<file path="src/rtl/led_round_sequencer_if.sv">
// Round-driver bus for the LED reaction game: go request in, round status and LED strobes out.
interface led_round_sequencer_if;
    logic       go;
    logic       start;
    logic       change;
    logic [1:0] randNum;
    logic [6:0] time_left;
    logic       done;

    modport master (
        output go,
        input  start, change, randNum, time_left, done
    );

    modport slave (
        input  go,
        output start, change, randNum, time_left, done
    );
endinterface

</file>
<file path="src/rtl/led_round_sequencer.sv">
// Timed round driver: on go, runs GAME_SECS seconds emitting periodic change strobes with an LFSR LED index.
// Optional build macro LED_SEQ_SPEEDUP_EN halves the change period for the second half of the round.
module led_round_sequencer #(
    parameter int unsigned TICKS_PER_SEC = 50_000_000,
    parameter int unsigned GAME_SECS     = 60,
    parameter int unsigned CHANGE_TICKS  = 25_000_000,
    parameter logic [7:0]  LFSR_SEED     = 8'hA5
) (
    input  logic                   clk,
    input  logic                   rst,
    led_round_sequencer_if.slave   bus
);

    localparam int unsigned SEC_W = (TICKS_PER_SEC > 1) ? $clog2(TICKS_PER_SEC) : 1;
    localparam int unsigned CHG_W = (CHANGE_TICKS > 1) ? $clog2(CHANGE_TICKS) : 1;

    typedef enum logic [1:0] {
        ST_IDLE = 2'd0,
        ST_RUN  = 2'd1,
        ST_DONE = 2'd2
    } state_t;

    state_t            r_state;
    logic [7:0]        r_lfsr;
    logic [SEC_W-1:0]  r_sec_cnt;
    logic [CHG_W-1:0]  r_chg_cnt;
    logic              r_start;
    logic              r_change;
    logic [1:0]        r_randNum;
    logic [6:0]        r_time_left;
    logic              r_done;

    logic              w_lfsr_fb;
    logic [7:0]        w_lfsr_next;
    logic [1:0]        w_pick;
    logic [CHG_W-1:0]  w_chg_last;
    logic              w_chg_wrap;
    logic              w_sec_wrap;
    logic              w_round_end;

    // x^8+x^6+x^5+x^4+1; a stuck all-zero state is recovered by reloading the seed
    assign w_lfsr_fb   = r_lfsr[7] ^ r_lfsr[5] ^ r_lfsr[4] ^ r_lfsr[3];
    assign w_lfsr_next = (r_lfsr == 8'd0) ? LFSR_SEED : {r_lfsr[6:0], w_lfsr_fb};

    // Index 3 is not a valid LED, so it advances the previous index instead
    assign w_pick = (r_lfsr[1:0] != 2'd3) ? r_lfsr[1:0] :
                    (r_randNum == 2'd2)   ? 2'd0 : r_randNum + 2'd1;

`ifdef LED_SEQ_SPEEDUP_EN
    localparam int unsigned HALF_SECS = GAME_SECS / 2;
    assign w_chg_last = (r_time_left <= 7'(HALF_SECS)) ? CHG_W'(CHANGE_TICKS / 2 - 1)
                                                      : CHG_W'(CHANGE_TICKS - 1);
`else
    assign w_chg_last = CHG_W'(CHANGE_TICKS - 1);
`endif

    assign w_chg_wrap  = (r_chg_cnt >= w_chg_last);
    assign w_sec_wrap  = (r_sec_cnt >= SEC_W'(TICKS_PER_SEC - 1));
    assign w_round_end = w_sec_wrap && (r_time_left <= 7'd1);

    always_ff @(posedge clk or negedge rst) begin
        if (!rst) begin
            r_state     <= ST_IDLE;
            r_lfsr      <= LFSR_SEED;
            r_sec_cnt   <= '0;
            r_chg_cnt   <= '0;
            r_start     <= 1'b0;
            r_change    <= 1'b0;
            r_randNum   <= 2'd0;
            r_time_left <= 7'd0;
            r_done      <= 1'b0;
        end else begin
            r_lfsr   <= w_lfsr_next;
            r_change <= 1'b0;
            r_done   <= 1'b0;
            case (r_state)
                ST_IDLE, ST_DONE: begin
                    if (bus.go) begin
                        r_state     <= ST_RUN;
                        r_start     <= 1'b1;
                        r_change    <= 1'b1;
                        r_randNum   <= w_pick;
                        r_time_left <= 7'(GAME_SECS);
                        r_sec_cnt   <= '0;
                        r_chg_cnt   <= '0;
                    end
                end
                ST_RUN: begin
                    if (w_round_end) begin
                        // a change wrap landing on the final cycle is dropped
                        r_state     <= ST_DONE;
                        r_start     <= 1'b0;
                        r_time_left <= 7'd0;
                        r_done      <= 1'b1;
                        r_sec_cnt   <= '0;
                        r_chg_cnt   <= '0;
                    end else begin
                        if (w_sec_wrap) begin
                            r_sec_cnt   <= '0;
                            r_time_left <= r_time_left - 7'd1;
                        end else begin
                            r_sec_cnt   <= r_sec_cnt + SEC_W'(1);
                        end
                        if (w_chg_wrap) begin
                            r_chg_cnt <= '0;
                            r_change  <= 1'b1;
                            r_randNum <= w_pick;
                        end else begin
                            r_chg_cnt <= r_chg_cnt + CHG_W'(1);
                        end
                    end
                end
                default: r_state <= ST_IDLE;
            endcase
        end
    end

    assign bus.start     = r_start;
    assign bus.change    = r_change;
    assign bus.randNum   = r_randNum;
    assign bus.time_left = r_time_left;
    assign bus.done      = r_done;

endmodule
</file>
<file path="src/flat_wrapper.sv">
// flat-port wrapper written by rule: the top's interface ports become plain ports
module led_round_sequencer_flat 
#(
    parameter int unsigned TICKS_PER_SEC = 50_000_000,
    parameter int unsigned GAME_SECS     = 60,
    parameter int unsigned CHANGE_TICKS  = 25_000_000,
    parameter logic [7:0]  LFSR_SEED     = 8'hA5
)
  (clk, rst, bus_go, bus_start, bus_change, bus_randNum, bus_time_left, bus_done);
  led_round_sequencer_if bus_i ();
  input  logic clk;
  input  logic rst;
  input wire logic [$bits(bus_i.go)-1:0] bus_go;
  output wire logic [$bits(bus_i.start)-1:0] bus_start;
  output wire logic [$bits(bus_i.change)-1:0] bus_change;
  output wire logic [$bits(bus_i.randNum)-1:0] bus_randNum;
  output wire logic [$bits(bus_i.time_left)-1:0] bus_time_left;
  output wire logic [$bits(bus_i.done)-1:0] bus_done;
  assign bus_i.go = bus_go;
  assign bus_start = bus_i.start;
  assign bus_change = bus_i.change;
  assign bus_randNum = bus_i.randNum;
  assign bus_time_left = bus_i.time_left;
  assign bus_done = bus_i.done;
  led_round_sequencer #(.TICKS_PER_SEC(TICKS_PER_SEC), .GAME_SECS(GAME_SECS), .CHANGE_TICKS(CHANGE_TICKS), .LFSR_SEED(LFSR_SEED)) u_core (.clk(clk), .rst(rst), .bus(bus_i));
endmodule
</file>
<file path="config.mk">
export PLATFORM = sky130hd
export DESIGN_NAME = led_round_sequencer_flat
export DESIGN_NICKNAME = d
export VERILOG_FILES = /design/src/rtl/led_round_sequencer_if.sv /design/src/rtl/led_round_sequencer.sv /design/src/flat_wrapper.sv
export SDC_FILE = /design/constraint.sdc
export NUM_CORES = 1
export LEC_CHECK = 0
export CAP_MARGIN = 10
export CELL_PAD_IN_SITES_DETAIL_PLACEMENT = 1
export CELL_PAD_IN_SITES_GLOBAL_PLACEMENT = 2
export CORE_ASPECT_RATIO = 1.1
export CORE_MARGIN = 2
export CORE_UTILIZATION = 40
export CTS_BUF_LIST = sky130_fd_sc_hd__clkbuf_8
export DETAILED_ROUTE_END_ITERATION = 8
export HOLD_SLACK_MARGIN = 0.03
export PLACE_DENSITY = 0.9
export SETUP_SLACK_MARGIN = 0.1
export SYNTH_ARGS = -nofsm -noshare
export SYNTH_HDL_FRONTEND = slang
export SYNTH_SLANG_ARGS = --single-unit
</file>
<file path="constraint.sdc">
create_clock -name clk -period 2.8 [get_ports clk]
set_input_delay 0.7 -clock clk [delete_from_list [all_inputs] [get_ports clk]]
set_output_delay 0.7 -clock clk [all_outputs]
set_load 0.005 [all_outputs]
</file>
Fig. 1: logic cells by family
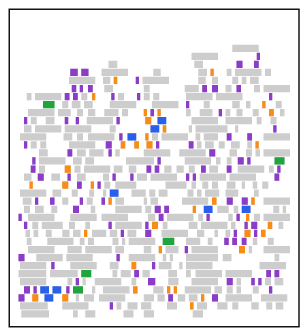
legend:
  blue:
    family: xor and xnor cells
    cells: 9
  purple:
    family: nand cells
    cells: 100
    where: spread over the die
  green:
    family: mux cells
    cells: 5
  orange:
    family: nor cells
    cells: 38
logic share of the area: 41.9%
Final Non-Filler Cells: 550
most numerous logic cell after layout: dfrtp_1

Fig. 2: the clock network
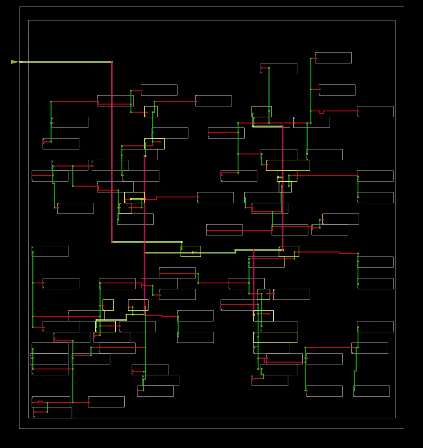
Flops: 73
clock group total power: 938 µW
clock sink count: 73
layout clock buffer count: 9

Fig. 3: metal 2
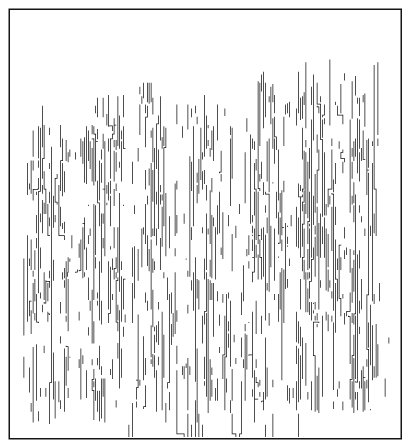
longest straight run: 58.8 µm
nets with wire on the layer: 394
main direction: vertical
share of all routed wire: 50%

Fig. 4: drive-strength map
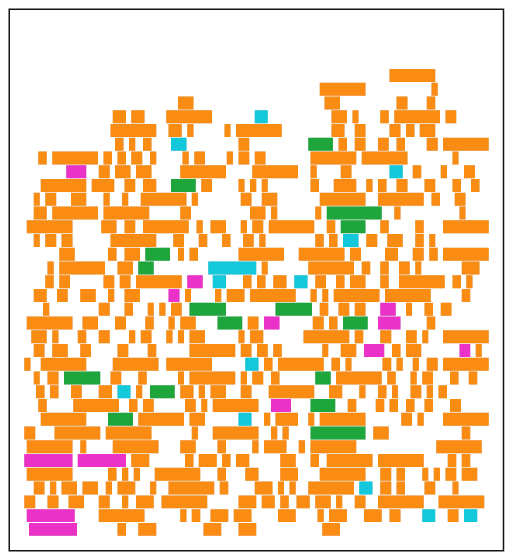
legend:
  magenta:
    size: x2
    cells: 13
    share: 3.0%
  cyan:
    size: x3 and x4
    cells: 13
    share: 3.0%
  green:
    size: x6 and larger
    cells: 16
    share: 3.7%
  orange:
    size: x1 and smaller
    cells: 391
    share: 90%
setup ws final: 0.271 ns
fin area: 4340 µm²
area grow syn2layout: 12.9%
Plain + repair buffers: 25

Fig. 5: cells colored by class
Scale bar: 20 µm. Fill, decap, tap and diode cells in gray.
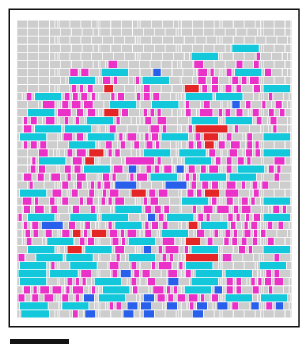
legend:
  red:
    class: clock drivers and dummy loads
    cells: 16
    share_of_their_area: 5.4%
  blue:
    class: remaining buffers and delay cells
    cells: 25
    share_of_their_area: 6.1%
  magenta:
    class: remaining logic cells
    cells: 319
    share_of_their_area: 45%
  cyan:
    class: sequential cells
    cells: 73
    share_of_their_area: 44%

==> flow_metrics.env <==
# implementation run metrics
export IMPL_status="finished clean"
export IMPL_seq_area_share_pct=42.2
export IMPL_finalSetupViolations=0
export IMPL_wire_per_inst_um=17.1
export IMPL_crit_arrival_ns=2.80
export IMPL_reg2reg_from="u_core.r_sec_cnt[11]$_DFFE_PN0P_"
export IMPL_vias_per_cell=5.90
export IMPL_setup_tns_ns=0
export IMPL_drive_gt1_share_pct=9.70
export IMPL_track_usage_pct=19.1
export IMPL_cp_num_cells=7
export IMPL_critPathRequiredTime_ns=3.07
export IMPL_cts_tree="yes"
export IMPL_seq_area_um2=1830
export IMPL_top_cell="dfrtp_1"
export IMPL_fin_skew_ns=0.00702
export IMPL_worstHoldPathType="in2async"
export IMPL_dr_pass1_iters=4
export IMPL_pwr_share_seq_pct=49.0
export IMPL_fillers=1082
export IMPL_slowest_stage="or4_1"
export IMPL_clk_share_pct=5.22
export IMPL_ys_flop_type="dfrtp_1"
export IMPL_finalMaxSlewViolations=0
export IMPL_p_sw_share_pct=33.7
export IMPL_htreeDepth=3
export IMPL_slew_limit_headroom_pct=62.9
export IMPL_core_um2=9350
export IMPL_yosys_top_cells_area="dfrtp_1, a31oi_1, nand2_1, nand3_1, a21oi_1"
export IMPL_hold_violations=0
export IMPL_fp_utilization_pct=41.1
export IMPL_pre_cts_ws_ns=0.302
export IMPL_leakage_nw=1.94
export IMPL_port_buffers=14
export IMPL_cts_root_buf="clkbuf_8"
export IMPL_power_top_group="registers"
export IMPL_yosys_warnings=0
export IMPL_drt_iter0_drc=106
export IMPL_dominant_cells="registers"
export IMPL_yosysUniqueCellTypes=50
export IMPL_power_density_nw_per_um2=742
export IMPL_antenna_left=0
export IMPL_wl_um=9430
export IMPL_comb_cells=304
export IMPL_use_met3_pct=2.87
export IMPL_n_antenna_cell=0
export IMPL_cp_start_kind="flip-flop"
export IMPL_fin_nets=435
export IMPL_clk_latency_ns=0.35
export IMPL_yosys_area_top_type_share_pct=45.0
export IMPL_hpwl_um=6540
export IMPL_comb_power_share_pct=21.8
export IMPL_tightest_slew_ns=0.551
export IMPL_cts_buffer_depth=2
export IMPL_met1_usage_pct=24.9
export IMPL_cts_resized_gates=0
export IMPL_ys_seq_elements=73
export IMPL_die_area_um2=10400
export IMPL_grt_busiest_layer="met2"
export IMPL_ir_drop_v=0.000360
export IMPL_crit_path_end_kind="flip-flop"
export IMPL_edf_count=0
export IMPL_period_needed_ns=2.53
export IMPL_die_h_um=107
export IMPL_worstRegToRegCells=7
export IMPL_p_clk_share_pct=29.1
export IMPL_drc=0
export IMPL_synth_nets=426
kinds of logic after synthesis:
group	after synthesis	share of synthesized area [%]
buffers and inverters	42	5.05
AOI/OAI and AO/OA	118	20.5
adders and majority gates	4	1.30
and+or+nand+nor	168	22.1
muxes	5	1.37
DFF	73	47.7
xor gates and xnor gates	9	2.05
metal layers:
layer	share of wire [%]	wire (µm)
met3	1.8	166
met5	0	0
met1	46	4360
met2	50	4750
met4	1.6	149
flip-flops by register name, indices dropped and copies added (netlist names):
register / flops
u_core.r_lfsr: 8
u_core.bus.time_left: 7
u_core.r_state: 2
u_core.bus.change: 1
u_core.r_chg_cnt: 25
u_core.bus.randNum: 2
u_core.bus.start: 1
u_core.r_sec_cnt: 26
u_core.bus.done: 1
Power figures rest on the tool's default switching activity, not on a simulated workload.
